==> src/rtl/mul_div_pkg.sv <==
// Shared encodings for the iterative multiply/divide unit: operation codes,
// sequencer states and the datapath ALU opcodes that select each operation.
package mul_div_pkg;

  localparam logic [1:0] OP_MUL  = 2'b00;
  localparam logic [1:0] OP_MULU = 2'b01;
  localparam logic [1:0] OP_DIV  = 2'b10;
  localparam logic [1:0] OP_DIVU = 2'b11;

  typedef enum logic [1:0] {
    IDLE = 2'd0,
    RUN  = 2'd1,
    FIX  = 2'd2,
    DONE = 2'd3
  } state_t;

  // 5-bit ALU opcodes issued by the datapath decoder for HI/LO operations
  localparam logic [4:0] ALU_MUL  = 5'b11000;
  localparam logic [4:0] ALU_MULU = 5'b11001;
  localparam logic [4:0] ALU_DIV  = 5'b11010;
  localparam logic [4:0] ALU_DIVU = 5'b11011;

  // Translate a datapath ALU opcode into the unit's 2-bit operation code
  function automatic logic [1:0] alu_to_op(input logic [4:0] alu_op);
    logic [1:0] res;
    case (alu_op)
      ALU_MULU: res = OP_MULU;
      ALU_DIV:  res = OP_DIV;
      ALU_DIVU: res = OP_DIVU;
      default:  res = OP_MUL;
    endcase
    return res;
  endfunction

endpackage

==> src/rtl/mul_div_seq.sv <==
// Iterative signed/unsigned multiply and divide with a start/busy/done
// handshake. Works on operand magnitudes for WIDTH cycles, then applies the
// sign correction in a single fix-up cycle before loading HI/LO.
module mul_div_seq
  import mul_div_pkg::*;
#(
  parameter int WIDTH = 32
) (
  input  logic             clock,
  input  logic             clear,
  input  logic             start,
  input  logic             abort,
  input  logic [1:0]       op,
  input  logic [WIDTH-1:0] a_in,
  input  logic [WIDTH-1:0] b_in,
  output logic             busy,
  output logic             done,
  output logic [WIDTH-1:0] hi_out,
  output logic [WIDTH-1:0] lo_out,
  output logic             div_by_zero
);

  localparam int CNT_W = $clog2(WIDTH + 1);

  function automatic logic [WIDTH-1:0] neg_w(input logic [WIDTH-1:0] v);
    return '0 - v;
  endfunction

  function automatic logic [2*WIDTH-1:0] neg_2w(input logic [2*WIDTH-1:0] v);
    return '0 - v;
  endfunction

  state_t             state;
  logic [CNT_W-1:0]   cnt;
  logic               div_r;
  logic               res_neg;
  logic               dvd_neg;
  logic [WIDTH-1:0]   opnd;
  logic [2*WIDTH-1:0] acc;

  logic               a_neg;
  logic               b_neg;
  logic [WIDTH-1:0]   a_mag;
  logic [WIDTH-1:0]   b_mag;
  logic               b_zero;

  logic [WIDTH:0]     mul_sum;
  logic [WIDTH:0]     div_trial;
  logic [2*WIDTH-1:0] step_acc;
  logic [2*WIDTH-1:0] prod_fix;
  logic [WIDTH-1:0]   quo_fix;
  logic [WIDTH-1:0]   rem_fix;

  // Split the incoming operands into magnitude and sign for signed ops
  always_comb begin
    a_neg  = ~op[0] & a_in[WIDTH-1];
    b_neg  = ~op[0] & b_in[WIDTH-1];
    a_mag  = a_neg ? neg_w(a_in) : a_in;
    b_mag  = b_neg ? neg_w(b_in) : b_in;
    b_zero = (b_in == '0);
  end

  // One shift-add or restoring-divide iteration on the working accumulator
  always_comb begin
    mul_sum   = {1'b0, acc[2*WIDTH-1:WIDTH]} + (acc[0] ? {1'b0, opnd} : {(WIDTH+1){1'b0}});
    div_trial = acc[2*WIDTH-1:WIDTH-1] - {1'b0, opnd};
    if (div_r) begin
      step_acc = div_trial[WIDTH] ? {acc[2*WIDTH-2:0], 1'b0}
                                  : {div_trial[WIDTH-1:0], acc[WIDTH-2:0], 1'b1};
    end else begin
      step_acc = {mul_sum, acc[WIDTH-1:1]};
    end
  end

  // Sign-corrected results; the sign flags are only ever set for signed ops
  always_comb begin
    prod_fix = res_neg ? neg_2w(acc) : acc;
    quo_fix  = res_neg ? neg_w(acc[WIDTH-1:0]) : acc[WIDTH-1:0];
    rem_fix  = dvd_neg ? neg_w(acc[2*WIDTH-1:WIDTH]) : acc[2*WIDTH-1:WIDTH];
  end

  // Sequencer: capture, iterate, fix up signs, then signal completion.
  // DONE is entered with busy low only on the divide-by-zero path, which
  // uses its first DONE cycle to load the fixed result and raise busy.
  always_ff @(posedge clock or negedge clear) begin
    if (!clear) begin
      state       <= IDLE;
      cnt         <= '0;
      div_r       <= 1'b0;
      res_neg     <= 1'b0;
      dvd_neg     <= 1'b0;
      opnd        <= '0;
      acc         <= '0;
      busy        <= 1'b0;
      done        <= 1'b0;
      hi_out      <= '0;
      lo_out      <= '0;
      div_by_zero <= 1'b0;
    end else begin
      case (state)
        IDLE: begin
          done <= 1'b0;
          if (start) begin
            div_r       <= op[1];
            res_neg     <= a_neg ^ b_neg;
            dvd_neg     <= a_neg;
            div_by_zero <= 1'b0;
            cnt         <= CNT_W'(WIDTH - 1);
            if (op[1] && b_zero) begin
              opnd  <= '0;
              acc   <= {{WIDTH{1'b0}}, a_in};
              state <= DONE;
            end else if (op[1]) begin
              opnd  <= b_mag;
              acc   <= {{WIDTH{1'b0}}, a_mag};
              state <= RUN;
            end else begin
              opnd  <= a_mag;
              acc   <= {{WIDTH{1'b0}}, b_mag};
              state <= RUN;
            end
          end
        end
        RUN: begin
          if (abort) begin
            busy  <= 1'b0;
            state <= IDLE;
          end else begin
            busy <= 1'b1;
            acc  <= step_acc;
            if (cnt == '0) begin
              state <= FIX;
            end else begin
              cnt <= cnt - CNT_W'(1);
            end
          end
        end
        FIX: begin
          if (abort) begin
            busy  <= 1'b0;
            state <= IDLE;
          end else begin
            if (div_r) begin
              hi_out <= rem_fix;
              lo_out <= quo_fix;
            end else begin
              hi_out <= prod_fix[2*WIDTH-1:WIDTH];
              lo_out <= prod_fix[WIDTH-1:0];
            end
            state <= DONE;
          end
        end
        DONE: begin
          if (!busy) begin
            hi_out <= acc[WIDTH-1:0];
            lo_out <= '1;
            busy   <= 1'b1;
          end else begin
            done        <= 1'b1;
            busy        <= 1'b0;
            div_by_zero <= div_r && (opnd == '0);
            state       <= IDLE;
          end
        end
        default: state <= IDLE;
      endcase
    end
  end

endmodule
==> config.mk <==
export PLATFORM = sky130hd
export DESIGN_NAME = mul_div_seq
export DESIGN_NICKNAME = d
export VERILOG_FILES = /design/src/rtl/mul_div_pkg.sv /design/src/rtl/mul_div_seq.sv
export SDC_FILE = /design/constraint.sdc
export NUM_CORES = 1
export LEC_CHECK = 0
export CAP_MARGIN = 25
export CORE_MARGIN = 2
export CORE_UTILIZATION = 46
export CTS_CLUSTER_SIZE = 40
export DETAILED_ROUTE_END_ITERATION = 8
export PLACE_DENSITY = 0.66
export SKIP_LAST_GASP = 1
export SLEW_MARGIN = 20
export SYNTH_ARGS = -nofsm -noshare
export SYNTH_HDL_FRONTEND = slang
export SYNTH_SLANG_ARGS = --single-unit
==> constraint.sdc <==
create_clock -name clock -period 5.34 [get_ports clock]
set_input_delay 1.335 -clock clock [delete_from_list [all_inputs] [get_ports clock]]
set_output_delay 1.335 -clock clock [all_outputs]
set_load 0.01 [all_outputs]
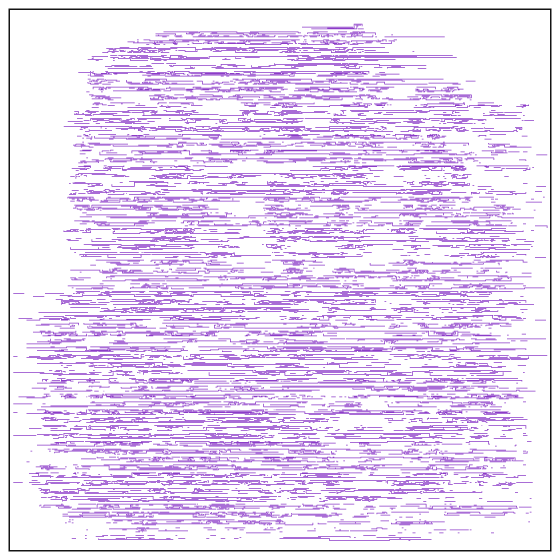
(images/met1.png)
wire length on this layer: 24.3 mm
share of all routed wire: 44%
main direction: horizontal

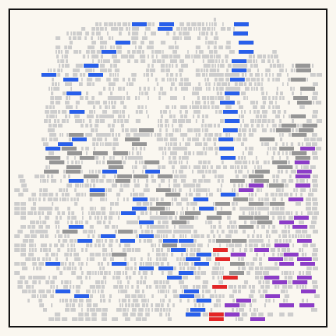
(images/registers.png)
Other sequential cells in the stronger grey, the rest of the logic in the fainter grey.
[purple] lo_out | placed flops: 32
[blue] acc | placed flops: 64
[red] cnt | placed flops: 6
not coloured: 72

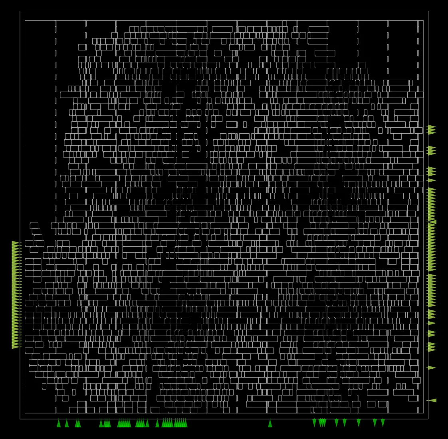
(images/final_placement.png)
final cell count without fillers: 2491
flop share of the area: 24.75%
Tap Count: 442
seq_cells: 174
Core Area: 0.03270 sq mm

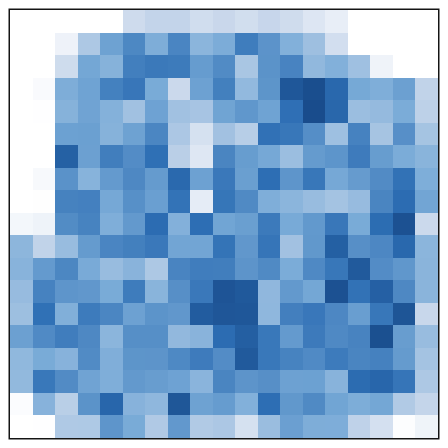
(images/density.png)
19 x 19 tiles, from white (low) to dark blue (high), 0 to 100% covered.
mean over tiles: 49%
tiles over 75% full: 8.9%
emptiest ninth of the die: north-west
nearly empty tiles: 9.1%
fullest tile: 89%

==> impl_metrics.py <==
# Physical implementation metrics
metrics = {
    "final_timing": {
        "drv_slew": 0,
        "skew_ns": 0.01267,
        "hold_viol": 0,
        "setup_viol": 0,
        "finalCritPeriodShare_pct": 82.17,
        "fin_tns_setup_ns": 0,
        "rsz0062_at_grt": "no",
        "worst_slack_ns": 0.9524,
        "fin_crit_ns": 4.388,
        "fmax_mhz": 227.9,
        "worst_pin_slew_ns": 0.9431,
        "max_slew_margin_pct": 36.59,
    },
    "route": {
        "wirelength_um": 55150,
        "drtPass1Iterations": 5,
        "drt_iter0_markers": 1582,
        "antenna_left": 0,
        "viasPerCell": 6.313,
        "drc": 0,
        "wl_per_cell_um": 22.14,
        "num_vias": 15730,
    },
    "synthesis": {
        "yosysCellCount": 1984,
        "yosysTopAreaCell": "dfrtp_1",
        "ys_chip_area_sq_mm": 0.01534,
        "ff_type": "dfrtp_1",
        "netlist.area_leader.share_pct": 28.39,
        "synth_seq_share_pct": 28.39,
        "edf_count": 0,
        "syn-num-nets": 2126,
        "synth_cell_types": 74,
        "ys_seq_elements": 174,
        "yosys_warnings": 0,
        "netlist_instances": 1984,
        "synthTopCellsByArea": "dfrtp_1 (28%), a21oi_1 (7.9%), o21ai_0 (6.6%)",
        "syn_area_sq_mm": 0.01534,
        "synthArstFlopShare_pct": 100.0,
        "avgSynthCellArea_sq_um": 7.730,
    },
    "floorplanning": {
        "die_w_um": 186.6,
        "die-height_um": 186.6,
        "fp-utilization_pct": 46.90,
        "io_pins": 137,
        "dieArea_sq_mm": 0.03482,
        "row_count": 66,
    },
    "power": {
        "power_top_consumer": "combinational logic",
        "clkPwrFrac_pct": 12.1,
        "powerComb_mw": 6.74,
        "sw_frac_of_total_pct": 51.16,
        "powerDensity_mw_per_mm2": 621.1,
        "ir_worst_vdd_uv": 285.7,
        "seq_power_share_pct": 26.3,
        "pg_clk_mw": 1.32,
        "combinationalPowerShare_pct": 61.6,
        "p_int_mw": 5.338,
        "power_switching_mw": 5.592,
        "p_leak_nw": 7.405,
        "powerSeq_mw": 2.87,
    },
    "final_layout": {
        "comb_share_pct": 58.38,
        "final-clk-cell-share_pct": 3.306,
        "combGateArea_sq_mm": 0.01027,
        "buffers": 164,
        "buffer_area_share_pct": 9.129,
        "num-multi-input-gates": 1620,
        "nNetsFinal": 2179,
        "seqCellArea_sq_mm": 0.004355,
        "antenna_cells": 1,
        "fillers": 3191,
        "largest_class": "multi-input combinational cells",
        "area_growth_pct": 14.75,
        "drive_above_1_share_pct": 4.688,
        "nClkBuffers": 18,
        "n_all_inverters": 60,
        "stdcell_area_sq_mm": 0.01760,
    },
    "cts": {
        "clk_latency_ns": 0.45,
        "cts_resized": 0,
        "cts_buffer_depth": 2,
        "cts_made_buffers": 17,
        "postCtsSetupRepairBufs": 0,
        "cts_root_buffer": "clkbuf_16",
        "cts_tree": "done",
        "cts_sinks": 174,
        "holdBufCountCts": 0,
        "cts-htree-levels": 4,
        "clkTransAtPathRegs_ns": 0.08,
    },
    "grt": {
        "grt_overflow": 0,
        "grt_pass1_vias": 14760,
        "antenna_found_initial": 0,
        "grt_use_total_pct": 31.37,
        "grt_pass1_wl_um": 86040,
        "grt_max_degree": 128,
    },
    "place": {
        "placed_area_sq_mm": 0.01698,
        "dp_hpwl_um": 42420,
        "io_buffers": 136,
        "pre_cts_slack_ns": 0.7513,
        "gp_congestion": 0.9772,
    },
    "worst_setup_path": {
        "cp.arrival_ns": 4.73,
        "critPathKind": "reg -> reg",
        "crit_path_start_kind": "flip-flop",
        "critPathCaptureType": "flip-flop",
        "path_max_fanout": 20,
        "critPathRequiredTime_ns": 5.68,
    },
    "hold_path": {
        "hp-class": "reg -> reg",
    },
    "run_status": {
        "status": "complete, no violations",
    },
    "run": {
        "maxCapViolCount": 0,
        "warnings": 30,
    },
}
-- flip-flops by register name, indices dropped and copies added, names as in the netlist --
signal	cells
res_neg	1
acc	64
busy	1
hi_out	32
lo_out	32
div_by_zero	1
done	1
div_r	1
cnt	6
state	2
opnd	32
dvd_neg	1
-- routing by layer --
layer	vias to the layer above	track usage [%]	wire length (um)
met5	-	0	0
met4	0	13.10	2159
met3	92	4.326	4506
met2	692	48.12	24140
met1	7643	44.42	24340
li1	7299	-	-
-- synth_stat cells, types with 5 or more instances --
cell type / n
a21oi_1: 241
nor2_1: 211
o21ai_0: 202
dfrtp_1: 174
nand2_1: 144
clkbuf_1: 108
xor2_1: 100
xnor2_1: 81
ha_1: 70
inv_1: 60
nor3_1: 52
mux2i_1: 47
a21o_1: 39
nand3_1: 31
or3_1: 29
a211oi_1: 27
and3_1: 25
nand2b_1: 25
nor4_1: 24
a31oi_1: 21
o31ai_1: 20
a22oi_1: 17
nand4_1: 15
nor2b_1: 15
o211ai_1: 14
buf_1: 13
o41ai_1: 13
or4_1: 13
a221o_1: 11
and2_1: 10
mux2_2: 9
o21a_1: 9
o221ai_1: 9
o22ai_1: 8
or2_2: 8
buf_2: 7
a21boi_0: 5
a221oi_1: 5
-- through the flow --
stage | util (%) | total power, mW | std cells | hold slack (ns)
2_1_floorplan | - | 7.133 | 1984 | 0.4498
3_3_place_gp | 51.86 | 9.314 | 2456 | 0.4671
3_5_place_dp | 51.92 | 9.435 | 2457 | 0.4840
4_1_cts | 53.70 | 10.76 | 2487 | 0.4954
5_1_grt | 53.81 | 11.69 | 2490 | 0.5181
6_report | 53.81 | 10.93 | 2491 | 0.4939
-- worst paths after layout --
check,start,endpoint,slack (ns),depth (start not counted)
setup / recovery,acc[0]$_DFFE_PN0P_,acc[59]$_DFFE_PN0P_,0.95,12
min in group asynchronous,clear,lo_out[4]$_DFFE_PN0P_,0.94,1
setup reg to reg,acc[0]$_DFFE_PN0P_,acc[59]$_DFFE_PN0P_,0.95,12
hold reg to reg,opnd[6]$_DFFE_PN0P_,opnd[6]$_DFFE_PN0P_,0.49,2
hold / removal,opnd[6]$_DFFE_PN0P_,opnd[6]$_DFFE_PN0P_,0.49,2
max in group asynchronous,clear,div_r$_DFFE_PN0P_,3.45,2
-- layout by cell type, fill, tap and decap left out, types with 60 or more instances in the layout --
cell,count
a21oi_1,241
nor2_1,208
o21ai_0,202
dfrtp_1,173
nand2_1,142
clkdlybuf4s50_1,134
xor2_1,100
xnor2_1,81
ha_1,70
inv_1,60
-- logic make-up after synthesis --
group,share of synthesized area (%)
adders and majority gates,5.972
AOI/OAI and AO/OA,26.32
xor gates and xnor gates,10.44
muxes,3.728
DFF,28.39
and+or+nand+nor,20.34
buffers and inverters,4.805
-- critical path, cell delays in order, from the launching register on --
cell,delay [ns]
dfrtp_1,0.52
inv_1,0.61
nor2_1,0.13
ha_1,0.42
o211ai_1,0.12
a21o_1,0.20
a21oi_1,0.23
o21ai_0,0.28
o31ai_1,0.86
a21oi_1,0.34
xor2_1,0.20
o21ai_0,0.09
a32o_1,0.28
Power figures rest on the tool's default switching activity, not on a simulated workload.
